--- src/rtl/spi_slave_pkg.sv ---
// Shared definitions for the superio SPI target: register offsets, CTL bit positions,
// frame FSM states and the transmit-word selection rule.
// No logic of its own; imported by spi_slave.
package spi_slave_pkg;

  // Register offsets on the superio bus
  localparam logic [2:0] REG_DHI  = 3'd0;
  localparam logic [2:0] REG_DLO  = 3'd1;
  localparam logic [2:0] REG_CTL  = 3'd2;
  localparam logic [2:0] REG_FILL = 3'd3;

  // Bit positions inside the CTL/status register
  localparam int CTL_RDY = 7;
  localparam int CTL_OVR = 6;
  localparam int CTL_TXE = 5;
  localparam int CTL_B16 = 4;
  localparam int CTL_IEN = 3;
  localparam int CTL_FRE = 2;
  localparam int CTL_SEL = 0;

  typedef enum logic {
    ST_IDLE  = 1'b0,
    ST_SHIFT = 1'b1
  } frame_state_t;

  // Word to shift out next: the CPU word if one is pending, otherwise the fill
  // pattern. The fill byte is replicated so that 8-bit mode (which shifts from
  // bit 7) and 16-bit mode (which shifts from bit 15) both see FILL.
  function automatic logic [15:0] reply_word(input logic        txe,
                                             input logic [15:0] tx_hold,
                                             input logic [7:0]  fill);
    return txe ? {fill, fill} : tx_hold;
  endfunction

endpackage

--- src/rtl/spi_slave_sync.sv ---
// Purpose: 2-flop synchronizer plus history flop for one asynchronous pin; level/rise/fall.
// Latency: level 2 clk after the pin; rise/fall pulse for one clk, acted upon at the 3rd clk edge.
// Backpressure: none, free-running.
// Ports: clk, rst_n (async, active low), d (async pin) -> level, rise, fall.
module sync_edge (
  input  logic clk,
  input  logic rst_n,
  input  logic d,
  output logic level,
  output logic rise,
  output logic fall
);

  logic meta;
  logic sync;
  logic hist;

  // Everything resets low: a pin that is already low at reset release must
  // not look like a falling edge (ss_n held low is not a frame start).
  always_ff @(posedge clk or negedge rst_n) begin
    if (!rst_n) begin
      meta <= 1'b0;
      sync <= 1'b0;
      hist <= 1'b0;
    end else begin
      meta <= d;
      sync <= meta;
      hist <= sync;
    end
  end

  assign level = sync;
  assign rise  = sync & ~hist;
  assign fall  = ~sync & hist;

endmodule

--- src/rtl/spi_slave.sv ---
// Purpose: SPI mode-0 target, 8/16-bit words, oversampled pins, byte-wide superio register port.
// Latency: pin edge to action 3 clk, miso 4 clk after falling sck, DO 1 clk after a read.
// Backpressure: none; an unread word is dropped and flagged OVR, a short frame flags FRE.
// Ports: clk, rst_n; bus AD/DI/DO/rw/cs; irq; SPI sck/ss_n/mosi in, miso/miso_oe out.
module spi_slave
  import spi_slave_pkg::*;
(
  input  logic       clk,
  input  logic       rst_n,
  input  logic [2:0] AD,
  input  logic [7:0] DI,
  output logic [7:0] DO,
  input  logic       rw,
  input  logic       cs,
  output logic       irq,
  input  logic       sck,
  input  logic       ss_n,
  input  logic       mosi,
  output logic       miso,
  output logic       miso_oe
);

  // Synchronized pins
  logic sck_lvl_unused, sck_rise, sck_fall;
  logic ss_lvl_unused, ss_rise, ss_fall;
  logic mosi_s, mosi_rise_unused, mosi_fall_unused;

  sync_edge u_sync_sck (.clk(clk), .rst_n(rst_n), .d(sck),
                        .level(sck_lvl_unused), .rise(sck_rise), .fall(sck_fall));
  sync_edge u_sync_ss  (.clk(clk), .rst_n(rst_n), .d(ss_n),
                        .level(ss_lvl_unused), .rise(ss_rise), .fall(ss_fall));
  sync_edge u_sync_mosi(.clk(clk), .rst_n(rst_n), .d(mosi),
                        .level(mosi_s), .rise(mosi_rise_unused), .fall(mosi_fall_unused));

  // State
  frame_state_t state;
  logic         frame_16b;
  logic [4:0]   bit_cnt;
  logic [14:0]  shift_rx;   // the newest bit arrives with mosi_s, so 15 stored bits suffice
  logic [15:0]  shift_tx;
  logic         load_pend;
  logic [15:0]  rx_hold;
  logic [15:0]  tx_hold;
  logic [7:0]   tx_stage;
  logic [7:0]   fill;
  logic         rdy, ovr, txe, b16, ien, fre;

  // Decode
  logic        in_shift;
  logic [4:0]  bit_cnt_nxt;
  logic [4:0]  word_len;
  logic        word_done;
  logic [15:0] rx_word;
  logic [15:0] next_tx;
  logic        rd_acc, wr_acc;
  logic [7:0]  status;
  logic [7:0]  rd_mux;

  assign in_shift    = (state == ST_SHIFT);
  assign bit_cnt_nxt = bit_cnt + 5'd1;
  assign word_len    = frame_16b ? 5'd16 : 5'd8;
  assign word_done   = in_shift & sck_rise & (bit_cnt_nxt == word_len);
  assign rx_word     = frame_16b ? {shift_rx, mosi_s} : {8'h00, shift_rx[6:0], mosi_s};
  assign next_tx     = reply_word(txe, tx_hold, fill);
  assign rd_acc      = cs & rw;
  assign wr_acc      = cs & ~rw;

  always_comb begin
    status          = 8'h00;
    status[CTL_RDY] = rdy;
    status[CTL_OVR] = ovr;
    status[CTL_TXE] = txe;
    status[CTL_B16] = b16;
    status[CTL_IEN] = ien;
    status[CTL_FRE] = fre;
    status[CTL_SEL] = in_shift;
  end

  always_comb begin
    rd_mux = 8'h00;
    case (AD)
      REG_DHI:  rd_mux = rx_hold[15:8];
      REG_DLO:  rd_mux = rx_hold[7:0];
      REG_CTL:  rd_mux = status;
      REG_FILL: rd_mux = fill;
      default:  rd_mux = 8'h00;
    endcase
  end

  // Statement order encodes priority: CPU flag clears come first so that a
  // flag set by the frame logic in the same cycle wins, while the TX commit
  // comes last so that it re-clears TXE after a same-cycle reload.
  always_ff @(posedge clk or negedge rst_n) begin
    if (!rst_n) begin
      state     <= ST_IDLE;
      frame_16b <= 1'b0;
      bit_cnt   <= 5'd0;
      shift_rx  <= 15'd0;
      shift_tx  <= 16'hFFFF;
      load_pend <= 1'b0;
      rx_hold   <= 16'hFFFF;
      tx_hold   <= 16'hFFFF;
      tx_stage  <= 8'hFF;
      fill      <= 8'hFF;
      rdy       <= 1'b0;
      ovr       <= 1'b0;
      txe       <= 1'b1;
      b16       <= 1'b0;
      ien       <= 1'b0;
      fre       <= 1'b0;
      DO        <= 8'h00;
      irq       <= 1'b0;
      miso      <= 1'b1;
      miso_oe   <= 1'b0;
    end else begin
      // Register port
      if (rd_acc) DO <= rd_mux;
      if (rd_acc && AD == REG_DLO) rdy <= 1'b0;
      if (wr_acc && AD == REG_CTL) begin
        b16 <= DI[CTL_B16];
        ien <= DI[CTL_IEN];
        if (DI[CTL_OVR]) ovr <= 1'b0;
        if (DI[CTL_FRE]) fre <= 1'b0;
      end
      if (wr_acc && AD == REG_DHI)  tx_stage <= DI;
      if (wr_acc && AD == REG_FILL) fill     <= DI;

      // Frame FSM
      case (state)
        ST_IDLE: begin
          if (ss_fall) begin
            state     <= ST_SHIFT;
            frame_16b <= b16;
            bit_cnt   <= 5'd0;
            shift_tx  <= next_tx;
            txe       <= 1'b1;
            load_pend <= 1'b0;
            miso_oe   <= 1'b1;
          end
        end
        ST_SHIFT: begin
          if (ss_rise) begin
            state     <= ST_IDLE;
            if (bit_cnt != 5'd0) fre <= 1'b1;
            bit_cnt   <= 5'd0;
            load_pend <= 1'b0;
            miso_oe   <= 1'b0;
          end else begin
            if (sck_rise) begin
              shift_rx <= {shift_rx[13:0], mosi_s};
              if (word_done) begin
                if (rdy) ovr <= 1'b1;
                else     rx_hold <= rx_word;
                rdy       <= 1'b1;
                bit_cnt   <= 5'd0;
                load_pend <= 1'b1;
              end else begin
                bit_cnt <= bit_cnt_nxt;
              end
            end
            if (sck_fall) begin
              // The falling edge after a word's last bit loads the next word.
              if (load_pend) begin
                shift_tx  <= next_tx;
                txe       <= 1'b1;
                load_pend <= 1'b0;
              end else begin
                shift_tx <= {shift_tx[14:0], 1'b1};
              end
            end
          end
        end
        default: state <= ST_IDLE;
      endcase

      if (wr_acc && AD == REG_DLO) begin
        tx_hold <= {tx_stage, DI};
        txe     <= 1'b0;
      end

      miso <= frame_16b ? shift_tx[15] : shift_tx[7];
      irq  <= ien & (rdy | ovr | fre);
    end
  end

endmodule

--- config.mk ---
export PLATFORM = sky130hd
export DESIGN_NAME = spi_slave
export DESIGN_NICKNAME = d
export VERILOG_FILES = /design/src/rtl/spi_slave_pkg.sv /design/src/rtl/spi_slave_sync.sv /design/src/rtl/spi_slave.sv
export SDC_FILE = /design/constraint.sdc
export NUM_CORES = 1
export LEC_CHECK = 0
export ABC_AREA = 0
export CAP_MARGIN = 0
export CORE_MARGIN = 3
export CORE_UTILIZATION = 32
export CTS_BUF_LIST = sky130_fd_sc_hd__clkbuf_8
export CTS_CLUSTER_DIAMETER = 100
export DETAILED_ROUTE_END_ITERATION = 7
export DONT_BUFFER_PORTS = 1
export GPL_ROUTABILITY_DRIVEN = 0
export PLACE_DENSITY_LB_ADDON = 0.08
export REMOVE_ABC_BUFFERS = 1
export SLEW_MARGIN = 20
export SYNTH_ARGS = -nofsm -noshare
export SYNTH_HDL_FRONTEND = slang
export SYNTH_SLANG_ARGS = --single-unit
--- constraint.sdc ---
create_clock -name clk -period 6.76 [get_ports clk]
set_input_delay 1.014 -clock clk [delete_from_list [all_inputs] [get_ports clk]]
set_output_delay 1.014 -clock clk [all_outputs]
set_load 0.05 [all_outputs]
Fig. 1: run 1, clock network drawn from the DEF
Drawn at 4 px/um.
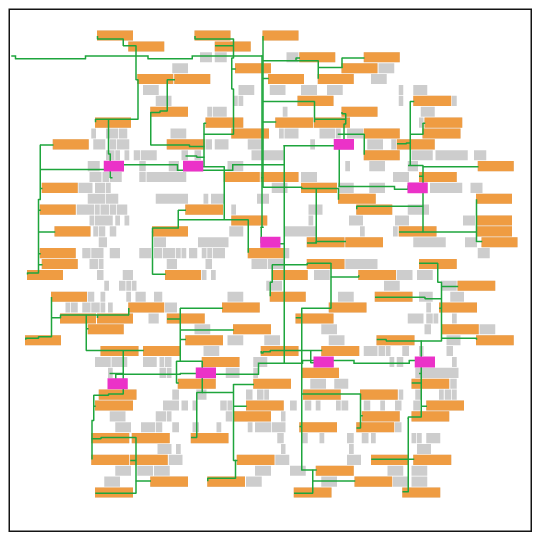
Key: magenta = cells driving clock nets [count 9]; green = clock wires [length 1490 um]; orange = flip-flops [count 112]
Position of the flops: widely spread. There are 10 routed clock nets.

Fig. 2: run 1, supply network
Drawn at 3 px/um. Pins as bars on the die edge.
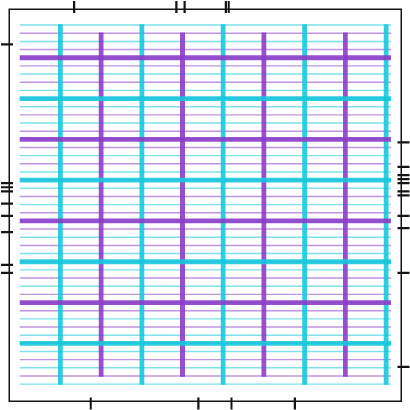
Key: purple = VDD; cyan = VSS
The core has 44 rows. 9 straps on met4. 45 met1 rails follow the rows.

Fig. 3: run 1, placed cells, one colour a class
Drawn at 4 px/um. Fill, decap, tap and diode cells in grey.
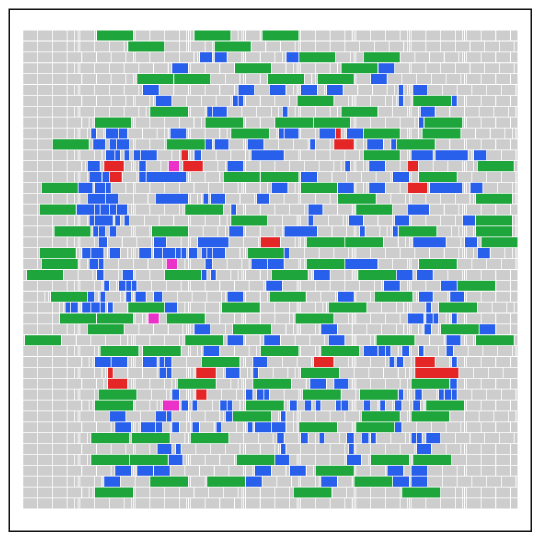
Key: magenta = other buffers and delay cells [cells 4, share of their area 0.66%]; green = flip-flops [cells 112, share of their area 57%]; red = clock drivers and dummy loads [cells 16, share of their area 3.7%]; blue = all other logic [cells 255, share of their area 39%]

Fig. 4: run 1, congestion heat map
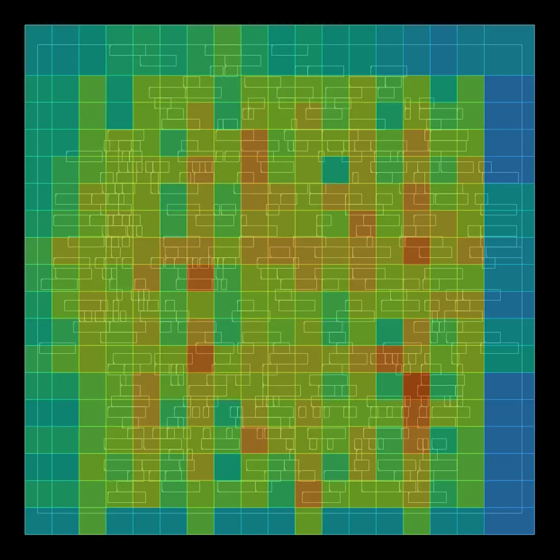
GR Util met3: 0.0528
met2 GRT Util: 0.199
fin util: 0.360
GRT Util Overall: 0.130

==> flow_metrics.env, run 1 <==
# source this file to load flow results
export IMPL_top_layer="met4"
export IMPL_hold_slack_ns=0.318
export IMPL_wl_per_cell_um=17.9
export IMPL_endpoint_kind="flop"
export IMPL_power_mw=1.60
export IMPL_yosysTopAreaCellShare=0.352
export IMPL_die_height_um=130
export IMPL_fmax_ghz=0.392
export IMPL_cp_endpoint="rx_hold[5]"
export IMPL_nets=403
export IMPL_first_global_vias=2879
export IMPL_tightest_slew_ns=0.841
export IMPL_antenna_found_initial=0
export IMPL_synth_avg_cell_area_um2=12.9
export IMPL_cp_top_family="simple AND/OR/NAND/NOR gates"
export IMPL_slowest_stage="nand2_1"
export IMPL_yosysWarnings=0
export IMPL_synth_seq_share=0.585
export IMPL_synthAdderAreaFrac=0.00761
export IMPL_hold_class="in2async"
export IMPL_syn_area_um2=4930
export IMPL_synth_distinct_cells=40
export IMPL_grt_pass1_wl_um=16600
export IMPL_startpoint="u_sync_ss.level"
export IMPL_area_leaders="dfstp_2 (35%), dfrtp_1 (23%), mux2_2 (13%), mux2i_1 (5.1%), nand2_1 (3.8%)"
export IMPL_netlist_instances=382
export IMPL_dp_hpwl_um=6710
export IMPL_simple_gate_area_frac=0.0789
export IMPL_common_cells="dfstp_2 (66), mux2_2 (57), nand2_1 (50)"
export IMPL_vias=2818
export IMPL_critPathArrivalTime_ns=2.86
export IMPL_cts_buffers=9
export IMPL_power_density_nw_per_um2=301
export IMPL_dieWidth_um=130
export IMPL_clk_latency_ns=0.38
export IMPL_ys_chip_area_um2=4930
export IMPL_logic_area_um2=1940
export IMPL_drc=0
export IMPL_firstDrtPassIters=4
export IMPL_crit_path_max_incr_delay_ns=0.49
export IMPL_cts_resized=0
export IMPL_ioPinCount=29
export IMPL_drive_above_1_share=0.408
export IMPL_ctsHoldBuffers=0
export IMPL_setup_violations=0
export IMPL_ant_nets=0
export IMPL_tool_warnings=29
export IMPL_period_used=0.378
export IMPL_drtIter0Drc=117
export IMPL_cts_sinks=112
export IMPL_area_growth_pct=8.17
export IMPL_cp_max_fo=18
export IMPL_r2r_end="rx_hold[5]"
export IMPL_ys_cells=382
export IMPL_status="finished clean"
export IMPL_totalWireLength_um=10200
export IMPL_yosysTopAreaCell="dfstp_2"
export IMPL_maxSlewHeadroom=0.438
export IMPL_n_antenna_cell=0
export IMPL_worst_ep_required_time_ns=7.06
export IMPL_compound_area_frac=0.0807
export IMPL_wl_met3_um=561
export IMPL_fp_util=0.333
export IMPL_worstPathCellList="nand2b_1 > and2_2 > nand2_1 > a2111oi_4 > buf_4 > mux2_2"
export IMPL_root_buffer="clkbuf_8"
export IMPL_cp_start_kind="flop"
export IMPL_path_depth=6
export IMPL_wl_met1_um=4820
run 1: metal layers:
metal | vias to the layer above | GRT usage
met2 | 40 | 0.199
met3 | 8 | 0.0528
li1 | 1352 | -
met5 | - | 0
met4 | 0 | 0.0312
met1 | 1418 | 0.175
run 1: cell usage in the layout (no fill, tap or decap), types with 2 or more instances in the layout:
cell type,n
a21oi_1,6
a22o_1,10
buf_4,3
clkbuf_8,9
clkinvlp_4,2
dfrtp_1,46
dfstp_2,66
ha_1,3
inv_1,16
mux2_2,57
mux2_4,2
mux2i_1,25
mux4_2,7
nand2_1,50
nand2b_1,5
nand3_1,4
nand4_1,3
nor2_1,8
nor4b_1,2
o21ai_0,35
o31a_1,2
o31ai_1,2
xnor2_1,2
run 1: metrics by stage:
stage | instances | setup WS [ns] | cell area [um^2] | utilization
2_1_floorplan | 367 | 4.04 | 4870 | -
3_3_place_gp | 554 | 4.23 | 5130 | 0.347
3_5_place_dp | 554 | 4.18 | 5130 | 0.347
4_1_cts | 570 | 4.13 | 5320 | 0.359
5_1_grt | 571 | 3.94 | 5340 | 0.360
6_report | 571 | 4.21 | 5340 | 0.360
run 1: where the power goes:
group / total (mW) / internal [mW] / switching, mW
Clock: 0.399 / 0.169 / 0.230
Sequential: 0.996 / 0.855 / 0.141
Combinational: 0.209 / 0.124 / 0.0843
run 1: worst reg2reg max path, delay by kind of cell, from the launching register on:
family | cells | cell delay, ns
AOI/OAI and AO/OA | 1 | 0.45
and+or+nand+nor | 3 | 0.92
buffers and inverters | 1 | 0.33
muxes | 1 | 0.39
DFF | 1 | 0.40
run 1: area by class of cell:
type | count | share of cell area
inverter | 14 | 0.00985
multi-input combinational | 241 | 0.364
tap | 184 | 0.0432
clock inverter | 7 | 0.0124
timing repair buffer | 4 | 0.00633
sequential | 112 | 0.541
clock buffer | 9 | 0.0232
==> inputs of run 2 (changes only) <==
Clock period 6.76 ns to 2.2 ns, I/O delays scaled along.
Fig. 5: run 2, where the registers sit
Drawn at 4 px/um. Other sequential cells in the stronger grey, the rest of the logic in the fainter grey.
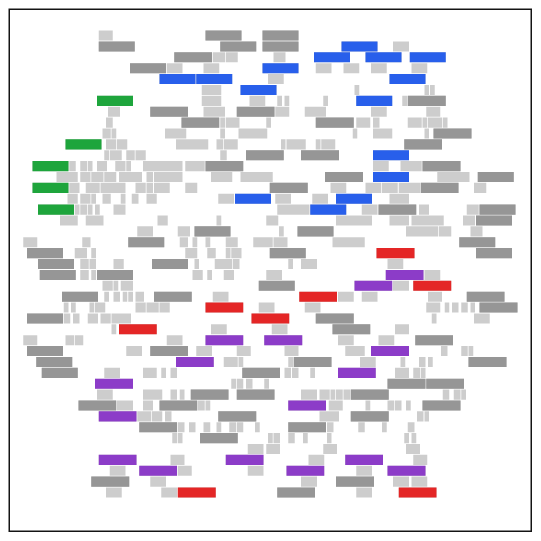
Key: red = fill [flops 8]; blue = shift_rx [flops 15]; purple = tx_hold [flops 16]; green = bit_cnt [flops 5]

==> run 2 against run 1 <==
The run now ends with negative hold slack, negative setup slack left. Final cell count increased by 3.7%. Die area stayed put. Via count rose by 3.2%. Critical path depth is 2 higher. Largest power group unchanged.
==> flow_metrics.env, run 2 <==
# source this file to load flow results
export IMPL_viasPerCell=4.91
export IMPL_dp_hpwl_um=6890
export IMPL_min_period_ns=2.21
export IMPL_nets=424
export IMPL_r2r_cells=8
export IMPL_yosysTopAreaCell="dfstp_2"
export IMPL_place_inst=569
export IMPL_ioPinCount=29
export IMPL_netlist_instances=382
export IMPL_fin_ws_ns=-0.0135
export IMPL_yosysWarnings=0
export IMPL_synth_most_common_cell="dfstp_2"
export IMPL_synthArstFlopShare=1.00
export IMPL_final_cells=592
export IMPL_clk_latency_ns=0.38
export IMPL_tool_warnings=33
export IMPL_drtIter0Drc=123
export IMPL_maxCapViolations=0
export IMPL_slew_viol_final=0
export IMPL_vdd_drop_max_v=0.000382
export IMPL_grt_pass1_wl_um=16600
export IMPL_ant_nets=0
export IMPL_root_buffer="clkbuf_8"
export IMPL_dieArea_um2=16900
export IMPL_startpoint="bit_cnt[1]"
export IMPL_post_cts_setup_buffers=1
export IMPL_clockBufferDepth=2
export IMPL_final_cell_mix="dfstp_2 (66), mux2_2 (54), nand2_1 (50)"
export IMPL_ctsHoldBuffers=3
export IMPL_area_growth_pct=12.9
export IMPL_p_leak_nw=2.33
export IMPL_hold_class="in2async"
export IMPL_syn_area_um2=4930
export IMPL_pre_cts_ws_ns=-0.0322
export IMPL_period_used=1.01
export IMPL_portBuffers=0
export IMPL_path_class="reg2reg"
export IMPL_critPathArrivalTime_ns=2.52
export IMPL_synth_avg_cell_area_um2=12.9
export IMPL_dieWidth_um=130
export IMPL_slowest_stage="dfrtp_1"
export IMPL_fin_setup_tns_ns=-0.0297
export IMPL_finish_utilization=0.376
export IMPL_power_density_nw_per_um2=882
export IMPL_place_area_um2=5250
export IMPL_grt_max_degree=113
export IMPL_common_cells="dfstp_2 (66), mux2_2 (57), nand2_1 (50)"
export IMPL_endpoint_kind="flop"
export IMPL_ys_cells=382
export IMPL_area_leaders="dfstp_2 (35%), dfrtp_1 (23%), mux2_2 (13%), mux2i_1 (5.1%), nand2_1 (3.8%)"
export IMPL_setup_violations=3
export IMPL_final_area_um2=5570
export IMPL_fin_skew_ns=0.00808
export IMPL_ys_chip_area_um2=4930
export IMPL_crit_reg2reg_launch="bit_cnt[1]"
export IMPL_n_antenna_cell=0
export IMPL_rsz0062_at_grt="yes"
export IMPL_crit_path_max_incr_delay_ns=0.37
export IMPL_hold_slack_ns=-0.348
export IMPL_power_mw=4.91
export IMPL_layout_top_cell="dfstp_2"
export IMPL_reg_top3="rx_hold x16, shift_tx x16, tx_hold x16"
export IMPL_tightest_slew_ns=0.587
export IMPL_totalWireLength_um=10300
export IMPL_maxSlewHeadroom=0.609
export IMPL_cts_sinks=112
export IMPL_fp_util=0.333
export IMPL_yosysTopAreaCellShare=0.352
export IMPL_ys_ff=112
export IMPL_wl_per_cell_um=17.5
export IMPL_worst_ep_required_time_ns=2.51
export IMPL_grt_ovfl_total=0
export IMPL_synth_seq_share=0.585
export IMPL_fmax_ghz=0.452
export IMPL_coreArea_um2=14800
export IMPL_firstDrtPassIters=4
export IMPL_cp_start_kind="flop"
export IMPL_violations="negative hold slack, negative setup slack"
export IMPL_finalHoldViolations=112
export IMPL_cts_buffers=9
export IMPL_edf_count=0
export IMPL_grt_usage=0.130
export IMPL_cp_max_fo=5
export IMPL_cts_tree="built"
export IMPL_cts_resized=0
export IMPL_antenna_found_initial=0
export IMPL_status="finished, violations left"
export IMPL_drive_above_1_share=0.444
export IMPL_first_global_vias=2978
export IMPL_vias=2908
export IMPL_h_tree_depth=3
export IMPL_drc=0
export IMPL_rows=44
export IMPL_num_fill_cells=1422
export IMPL_die_height_um=130
export IMPL_clk_pin_slew_ns=0.11
export IMPL_worstPathCellList="ha_2 > nand3_4 > xnor2_2 > or3_4 > a2111oi_4 > buf_4 > clkbuf_16 > mux2_2"
export IMPL_synth_distinct_cells=40
export IMPL_yosys_most_used_dff="dfstp_2"
## run 2: critical path, delay by kind of cell (launching register included)
family          cells  cell delay (ns)
compound gates      1             0.28
xor+xnor            1             0.17
fa+ha+maj           1             0.21
buf+inv             2             0.35
flops               1             0.37
mux                 1             0.32
simple gates        2             0.44
## run 2: report_power, final
group | total (mW) | internal (mW) | switching [mW]
clock network | 1.18 | 0.471 | 0.710
logic | 0.717 | 0.410 | 0.307
registers | 3.01 | 2.63 | 0.384
total | 4.91 | 3.51 | 1.40
## run 2: metal layers
layer	vias up	GRT usage	wire, um
met5	-	0	0
met4	0	0.0440	141
met3	13	0.0487	603
met2	34	0.199	4670
met1	1465	0.171	4920
li1	1396	-	-
## run 2: cell families (layout without fill, tap and decap cells)
| family | count (synthesis) | in the layout | synth area share |
|---|---|---|---|
| and+or+nand+nor | 82 | 82 | 0.0789 |
| xor gates and xnor gates | 3 | 3 | 0.00533 |
| adders and majority gates | 3 | 3 | 0.00761 |
| muxes | 91 | 91 | 0.219 |
| buffers and inverters | 29 | 55 | 0.0236 |
| AOI/OAI and AO/OA | 62 | 62 | 0.0807 |
| DFF | 112 | 112 | 0.585 |
## run 2: cell type report
class / count / area, um^2 / share of cell area
Sequential cell: 112 / 2890 / 0.518
Multi-Input combinational cell: 241 / 1970 / 0.354
Timing Repair Buffer: 25 / 245 / 0.0440
Tap cell: 184 / 230 / 0.0413
Clock buffer: 11 / 151 / 0.0272
Inverter: 14 / 52.6 / 0.00944
Clock inverter: 5 / 32.5 / 0.00584
## run 2: worst paths after layout
kind                                      to  slack [ns]
min in group clk                     fill[4]        0.09
hold reg to reg            u_sync_mosi.level        0.36
hold / removal                           ien       -0.35
setup reg to reg                  rx_hold[4]       -0.01
setup / recovery                  rx_hold[4]       -0.01
max in group asynchronous            fill[2]        2.31
Power figures rest on the tool's default switching activity, not on a simulated workload.
